File: config.mk
export PLATFORM = sky130hd
export DESIGN_NAME = adc_frame_assembler_flat
export DESIGN_NICKNAME = d
export VERILOG_FILES = /design/src/rtl/adc_frame_assembler_if.sv /design/src/rtl/adc_frame_assembler.sv /design/src/flat_wrapper.sv
export SDC_FILE = /design/constraint.sdc
export NUM_CORES = 2
export LEC_CHECK = 0
export CAP_MARGIN = 20
export CORE_UTILIZATION = 45
export CTS_CLUSTER_DIAMETER = 200
export CTS_CLUSTER_SIZE = 12
export DETAILED_ROUTE_END_ITERATION = 12
export REMOVE_ABC_BUFFERS = 1
export SLEW_MARGIN = 20
export SYNTH_ARGS = -nofsm -noshare
export SYNTH_HDL_FRONTEND = slang
export SYNTH_SLANG_ARGS = --single-unit
File: constraint.sdc
create_clock -name clk -period 102.8 [get_ports clk]
set_input_delay 10.28 -clock clk [delete_from_list [all_inputs] [get_ports clk]]
set_output_delay 10.28 -clock clk [all_outputs]
set_load 0.02 [all_outputs]
File: src/rtl/adc_frame_assembler_if.sv
// Bundle between the ADC driver, the frame assembler and the DSP consumer:
// sample strobe inputs, FIFO head outputs and status.
interface adc_frame_assembler_if #(
  parameter int NUM_CH = 8,
  parameter int DATA_W = 16,
  parameter int DEPTH  = 16
);
  logic                       s_valid;
  logic                       s_first;
  logic [DATA_W-1:0]          s_data;
  logic                       m_valid;
  logic                       m_ready;
  logic [NUM_CH*DATA_W-1:0]   m_data;
  logic [7:0]                 m_seq;
  logic [$clog2(DEPTH):0]     level;
  logic                       frame_err;
  logic [15:0]                overflow_cnt;

  modport master (
    output s_valid, s_first, s_data, m_ready,
    input  m_valid, m_data, m_seq, level, frame_err, overflow_cnt
  );

  modport slave (
    input  s_valid, s_first, s_data, m_ready,
    output m_valid, m_data, m_seq, level, frame_err, overflow_cnt
  );
endinterface

File: src/rtl/adc_frame_assembler.sv
// Groups per-channel ADC sample words into sequence-tagged frames and buffers
// them in a first-word-fall-through FIFO with short-frame and overflow reporting.
module adc_frame_assembler #(
  parameter int NUM_CH = 8,
  parameter int DATA_W = 16,
  parameter int DEPTH  = 16
) (
  input  logic                 clk,
  input  logic                 rst,
  adc_frame_assembler_if.slave bus
);
  localparam int IDX_W   = (NUM_CH > 1) ? $clog2(NUM_CH) : 1;
  localparam int PTR_W   = $clog2(DEPTH) + 1;
  localparam int ADDR_W  = PTR_W - 1;
  localparam int FRAME_W = NUM_CH * DATA_W;

  typedef enum logic {IDLE, COLLECT} state_t;

  state_t             state, state_nxt;
  logic [IDX_W-1:0]   idx, idx_nxt;
  logic [DATA_W-1:0]  asm_q [NUM_CH];
  logic               slot_we;
  logic [IDX_W-1:0]   slot_sel;
  logic               commit;
  logic               err_nxt;
  logic               frame_err_q;
  logic [FRAME_W-1:0] frame_flat;
  logic [7:0]         seq_q;
  logic [15:0]        ovf_q;

  logic [FRAME_W-1:0] mem_data [DEPTH];
  logic [7:0]         mem_seq  [DEPTH];
  logic [PTR_W-1:0]   wr_ptr, rd_ptr, level_w;
  logic               full, empty, pop, push, drop;

  always_ff @(posedge clk or posedge rst) begin
    if (rst) begin
      state       <= IDLE;
      idx         <= '0;
      frame_err_q <= 1'b0;
    end else begin
      state       <= state_nxt;
      idx         <= idx_nxt;
      frame_err_q <= err_nxt;
    end
  end

  always_comb begin
    state_nxt = state;
    idx_nxt   = idx;
    slot_we   = 1'b0;
    slot_sel  = '0;
    commit    = 1'b0;
    err_nxt   = 1'b0;
    case (state)
      IDLE: begin
        if (bus.s_valid) begin
          if (bus.s_first) begin
            slot_we   = 1'b1;
            idx_nxt   = IDX_W'(1);
            state_nxt = COLLECT;
          end else begin
            err_nxt = 1'b1;
          end
        end
      end
      COLLECT: begin
        if (bus.s_valid) begin
          if (bus.s_first) begin
            // A new conversion started before this one finished: restart.
            err_nxt = 1'b1;
            slot_we = 1'b1;
            idx_nxt = IDX_W'(1);
          end else if (idx == IDX_W'(NUM_CH - 1)) begin
            commit    = 1'b1;
            idx_nxt   = '0;
            state_nxt = IDLE;
          end else begin
            slot_we  = 1'b1;
            slot_sel = idx;
            idx_nxt  = idx + IDX_W'(1);
          end
        end
      end
      default: state_nxt = IDLE;
    endcase
  end

  always_ff @(posedge clk) begin
    if (slot_we) asm_q[slot_sel] <= bus.s_data;
  end

  // The last word bypasses the assembly register so the commit is same-edge.
  always_comb begin
    frame_flat = '0;
    for (int k = 0; k < NUM_CH - 1; k++) begin
      frame_flat[k*DATA_W +: DATA_W] = asm_q[k];
    end
    frame_flat[(NUM_CH-1)*DATA_W +: DATA_W] = bus.s_data;
  end

  assign level_w = wr_ptr - rd_ptr;
  assign full    = (level_w == PTR_W'(DEPTH));
  assign empty   = (level_w == '0);
  assign pop     = !empty && bus.m_ready;
  assign push    = commit && (!full || pop);
  assign drop    = commit && full && !pop;

  always_ff @(posedge clk or posedge rst) begin
    if (rst) begin
      wr_ptr <= '0;
      rd_ptr <= '0;
      seq_q  <= '0;
      ovf_q  <= '0;
    end else begin
      if (push) wr_ptr <= wr_ptr + PTR_W'(1);
      if (pop)  rd_ptr <= rd_ptr + PTR_W'(1);
      if (commit) seq_q <= seq_q + 8'd1;
      if (drop && ovf_q != 16'hFFFF) ovf_q <= ovf_q + 16'd1;
    end
  end

  always_ff @(posedge clk or posedge rst) begin
    if (rst) begin
      for (int i = 0; i < DEPTH; i++) begin
        mem_data[i] <= '0;
        mem_seq[i]  <= '0;
      end
    end else if (push) begin
      mem_data[wr_ptr[ADDR_W-1:0]] <= frame_flat;
      mem_seq[wr_ptr[ADDR_W-1:0]]  <= seq_q;
    end
  end

  assign bus.m_valid      = !empty;
  assign bus.m_data       = mem_data[rd_ptr[ADDR_W-1:0]];
  assign bus.m_seq        = mem_seq[rd_ptr[ADDR_W-1:0]];
  assign bus.level        = level_w;
  assign bus.frame_err    = frame_err_q;
  assign bus.overflow_cnt = ovf_q;
endmodule

File: src/flat_wrapper.sv
// flat-port wrapper written by rule: the top's interface ports become plain ports
module adc_frame_assembler_flat 
#(
  parameter int NUM_CH = 8,
  parameter int DATA_W = 16,
  parameter int DEPTH  = 16
)
  (clk, rst, bus_s_valid, bus_s_first, bus_s_data, bus_m_ready, bus_m_valid, bus_m_data, bus_m_seq, bus_level, bus_frame_err, bus_overflow_cnt);
  adc_frame_assembler_if #(.NUM_CH(NUM_CH), .DATA_W(DATA_W), .DEPTH(DEPTH)) bus_i ();
  input  logic clk;
  input  logic rst;
  input wire logic [$bits(bus_i.s_valid)-1:0] bus_s_valid;
  input wire logic [$bits(bus_i.s_first)-1:0] bus_s_first;
  input wire logic [$bits(bus_i.s_data)-1:0] bus_s_data;
  input wire logic [$bits(bus_i.m_ready)-1:0] bus_m_ready;
  output wire logic [$bits(bus_i.m_valid)-1:0] bus_m_valid;
  output wire logic [$bits(bus_i.m_data)-1:0] bus_m_data;
  output wire logic [$bits(bus_i.m_seq)-1:0] bus_m_seq;
  output wire logic [$bits(bus_i.level)-1:0] bus_level;
  output wire logic [$bits(bus_i.frame_err)-1:0] bus_frame_err;
  output wire logic [$bits(bus_i.overflow_cnt)-1:0] bus_overflow_cnt;
  assign bus_i.s_valid = bus_s_valid;
  assign bus_i.s_first = bus_s_first;
  assign bus_i.s_data = bus_s_data;
  assign bus_i.m_ready = bus_m_ready;
  assign bus_m_valid = bus_i.m_valid;
  assign bus_m_data = bus_i.m_data;
  assign bus_m_seq = bus_i.m_seq;
  assign bus_level = bus_i.level;
  assign bus_frame_err = bus_i.frame_err;
  assign bus_overflow_cnt = bus_i.overflow_cnt;
  adc_frame_assembler #(.NUM_CH(NUM_CH), .DATA_W(DATA_W), .DEPTH(DEPTH)) u_core (.clk(clk), .rst(rst), .bus(bus_i));
endmodule
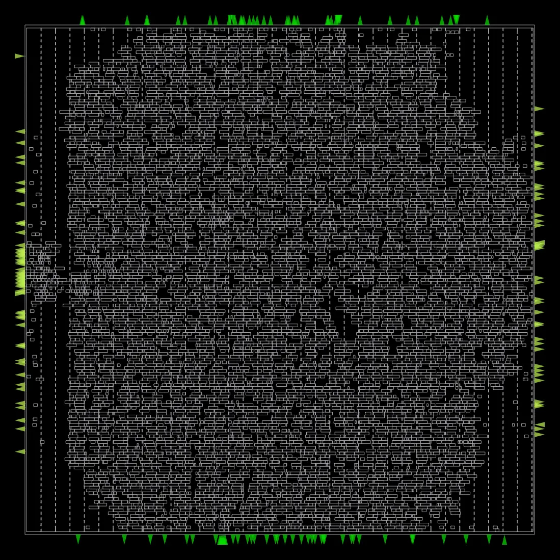
placed.png
row cnt: 177
Post-Layout Cell Count: 9818
fill count: 19600
Final Core Density: 0.493

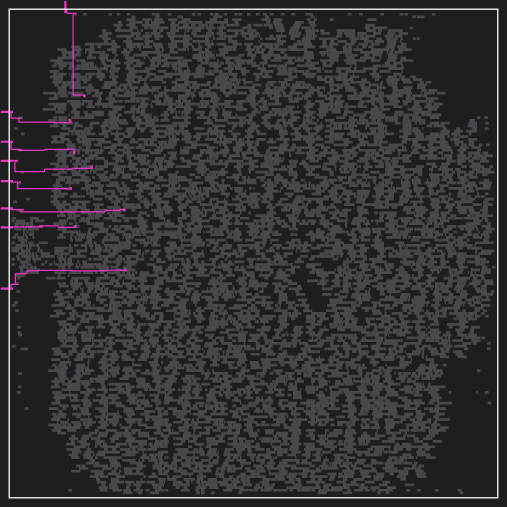
port_trees.png
(1 px per um)
legend:
  `bus_m_seq`:
    color: magenta
    bits: 8
    direction: output
    edge: 7 west, 1 north
    end_cells: 8
    buffers: 8
    wire: 765 um

==> reports/qor.txt <==
outcome: finished clean
Power Dens Cells: 19.5 nW/um2
CTS Buffer Depth: 3
largest net degree at the start of global routing: 159
Final nets: 6614
fin crit period: 16980 ps
Total Wirelength: 276000 um
Slew HR: 0.243
Hold Crit Class: flop to flop
number of DRC markers in iteration 0: 4160
Pre-antenna DRT Iters: 5
vias in the first global route: 61800
synthesized instance count: 6656
Yosys chip area: 106000 um2
Die Y: 487 um
Worst-Skew Late Latency: 880 ps
crit path launch type: flop
Final GP Congestion: 0.736
Reg clk slew, reported paths: 60 ps
Critical Setup Path Class: flop to primary output
Top delay family on crit path: buffers and inverters
Post-Syn Area per Cell: 15.9 um2
initial antenna violation count: 19
CTS tree: done
vias: 57800
Seq/Total Area, Yosys: 0.555
Synth cell types: 44
ratio of cells with drive above 1 in the final layout: 0.447
FP Core Util: 0.454
num ports: 180
Fmax achieved: 58.9 MHz
top cells by count: dfrtp_1 (2215), mux2_2 (1659), nand2_1 (565), mux4_2 (544), mux2_4 (400)
GR Overflow Total: 0
chip footprint: 237000 um2
clock sinks: 2327
Critical-path top delay cell: dfrtp_4
Max-Cap Viols: 0
Worst Path Arrival: 6700 ps
DR vias/cell: 5.88
Hold-fix buffers, CTS: 0
Final WS setup: 85820 ps
Buffers on Ports: 179
Top-area cell share: 0.524
post-CTS sizing: 0
CP endpoint kind: primary output
worst-path maximum fanout: 108
Final Hold Viols: 0
P&R area growth vs syn: 8.60%
slowest cell delay on critical path: 940 ps
DRC: 0
mapped cell area: 106000 um2
Worst path most repeated cell: buf_4
synth warn: 0
tool warning count: 49
RSZ-0062 raised after global routing: false
Post-CTS Setup Inserts: 0
final setup TNS: 0 ps
top-count cell post-synth: dfrtp_1
yosys cell count: 6656
Post-synth regs: 2327
final tally of setup violations: 0
Final Skew: 28.7 ps
CTS root buf: clkbuf_16
main flop type: dfrtp_1
Post-synth EDFFs: 112
Max IR drop VDD: 23.5 uV
Final Cycle Share: 0.165
Pleak: 55.6 nW
wire per inst: 28.1 um
cts bufs inserted: 211
first-pass GRT wire length: 418000 um
Worst Path Required: 92520 ps
critical-path cell list: buf_12, buf_4, buf_4, buf_4, mux4_2, nand2_1, and3_1, a31oi_1, clkdlybuf4s50_1
# H-tree levels: 4
Slew Limit Fails: 0
post-DP HPWL: 140000 um
synth top area cells: dfrtp_1 (52%), mux2_2 (18%), mux4_2 (12%)
DIE WIDTH: 487 um
DP Worst Slack: 86320 ps
core area: 233000 um2
WP buf/inv: 5
Worst-Margin Slew: 1140 ps
Final ANT Viol Nets: 0
async set-reset flop share out of synthesis: 0.952
GRT Resource Usage Total: 0.237
Synth area leader: dfrtp_1
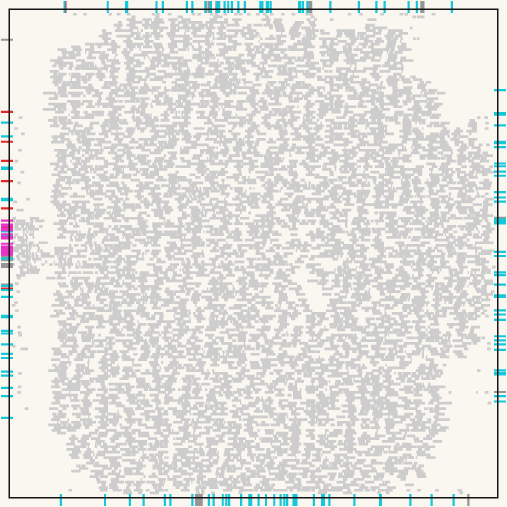
pinout.png
(1 px per um) Pins as bars across the die edge, other pins in gray.
legend:
  `bus_overflow_cnt`:
    color: magenta
    pins: 16
    direction: output
    edge: west
  `bus_m_data`:
    color: cyan
    pins: 128
    direction: output
    edge: 37 east, 34 south, 33 north, 24 west
  `bus_m_seq`:
    color: red
    pins: 8
    direction: output
    edge: 7 west, 1 north

-- layer usage --
metal / part of all wire / track usage
met1: 0.47 / 0.346
met2: 0.47 / 0.372
met3: 0.046 / 0.0373
met4: 0.020 / 0.0544
met5: 0.000047 / 0
-- layout make-up --
cell class | instances | area, um2 | share of cell area
Sequential cell | 2327 | 58800 | 0.511
Timing Repair Buffer | 315 | 3070 | 0.0267
Inverter | 12 | 75.1 | 0.000653
Tap cell | 3132 | 3920 | 0.0341
Multi-Input combinational cell | 3711 | 43200 | 0.376
Clock inverter | 10 | 118 | 0.00102
Antenna cell | 5 | 12.5 | 0.000109
Clock buffer | 306 | 5740 | 0.0499
-- power breakdown --
group	leakage [nW]	internal (W)	switching, W
logic	20.9	0.000194	0.000343
clock network	2.83	0.000382	0.000341
registers	31.9	0.000944	0.0000338
-- final timing paths --
kind	slack (ps)	end	cells past startpoint	startpoint
max	85820	bus_m_data[114]	9	u_core.rd_ptr[0]$_DFFE_PP0P_
min	480	u_core.rd_ptr[4]$_DFFE_PP0P_	1	u_core.rd_ptr[4]$_DFFE_PP0P_
max reg2reg	96000	u_core.mem_data[1907]$_DFFE_PP0P_	13	u_core.rd_ptr[1]$_DFFE_PP0P_
min reg2reg	480	u_core.rd_ptr[4]$_DFFE_PP0P_	1	u_core.rd_ptr[4]$_DFFE_PP0P_
max in group asynchronous	88190	u_core.mem_data[212]$_DFFE_PP0P_	7	rst
min in group asynchronous	9950	u_core.mem_data[1942]$_DFFE_PP0P_	2	rst
-- cell families (layout without fill, tap and decap cells) --
logic type | count (synthesis) | count (layout) | share of synthesized area
AOI/OAI and AO/OA | 146 | 146 | 0.00864
xor gates and xnor gates | 35 | 35 | 0.00290
adders and majority gates | 15 | 15 | 0.00184
buffers and inverters | 618 | 643 | 0.0367
DFF | 2327 | 2327 | 0.555
muxes | 2723 | 2723 | 0.362
other | 0 | 5 | 0
and+or+nand+nor | 792 | 792 | 0.0330
-- stage by stage --
stage	power (W)	instance area, um2	hold WS [ps]	cells
6_report	0.00224	115000	483	9818
3_5_place_dp	0.00154	109000	475	9495
3_3_place_gp	0.00154	109000	468	9493
5_1_grt	0.00233	115000	501	9814
2_1_floorplan	0.00139	102000	459	6050
4_1_cts	0.00227	115000	487	9811
-- state kept, by name, summed over array words and instances (netlist names) --
register,flops
u_core.asm_q,112
u_core.rd_ptr,5
u_core.state,1
u_core.bus.frame_err,1
u_core.seq_q,8
u_core.mem_data,2048
u_core.bus.overflow_cnt,16
u_core.mem_seq,128
u_core.wr_ptr,5
u_core.idx,3
-- layout by cell type (no fill, tap or decap), types with 8 or more instances in the layout --
cell / n
dfrtp_1: 2211
mux2_2: 1659
nand2_1: 565
mux4_2: 544
mux2_4: 400
clkbuf_16: 216
clkdlybuf4s50_1: 176
and3_1: 138
a31oi_1: 136
mux2_1: 120
buf_4: 112
edfxtp_1: 112
clkbuf_1: 90
nand4_1: 24
xor2_1: 18
xnor2_1: 17
buf_12: 17
nor2_1: 15
ha_1: 14
nand3_1: 13
nor3_1: 10
inv_1: 8
Power and IR drop assume default switching activity.
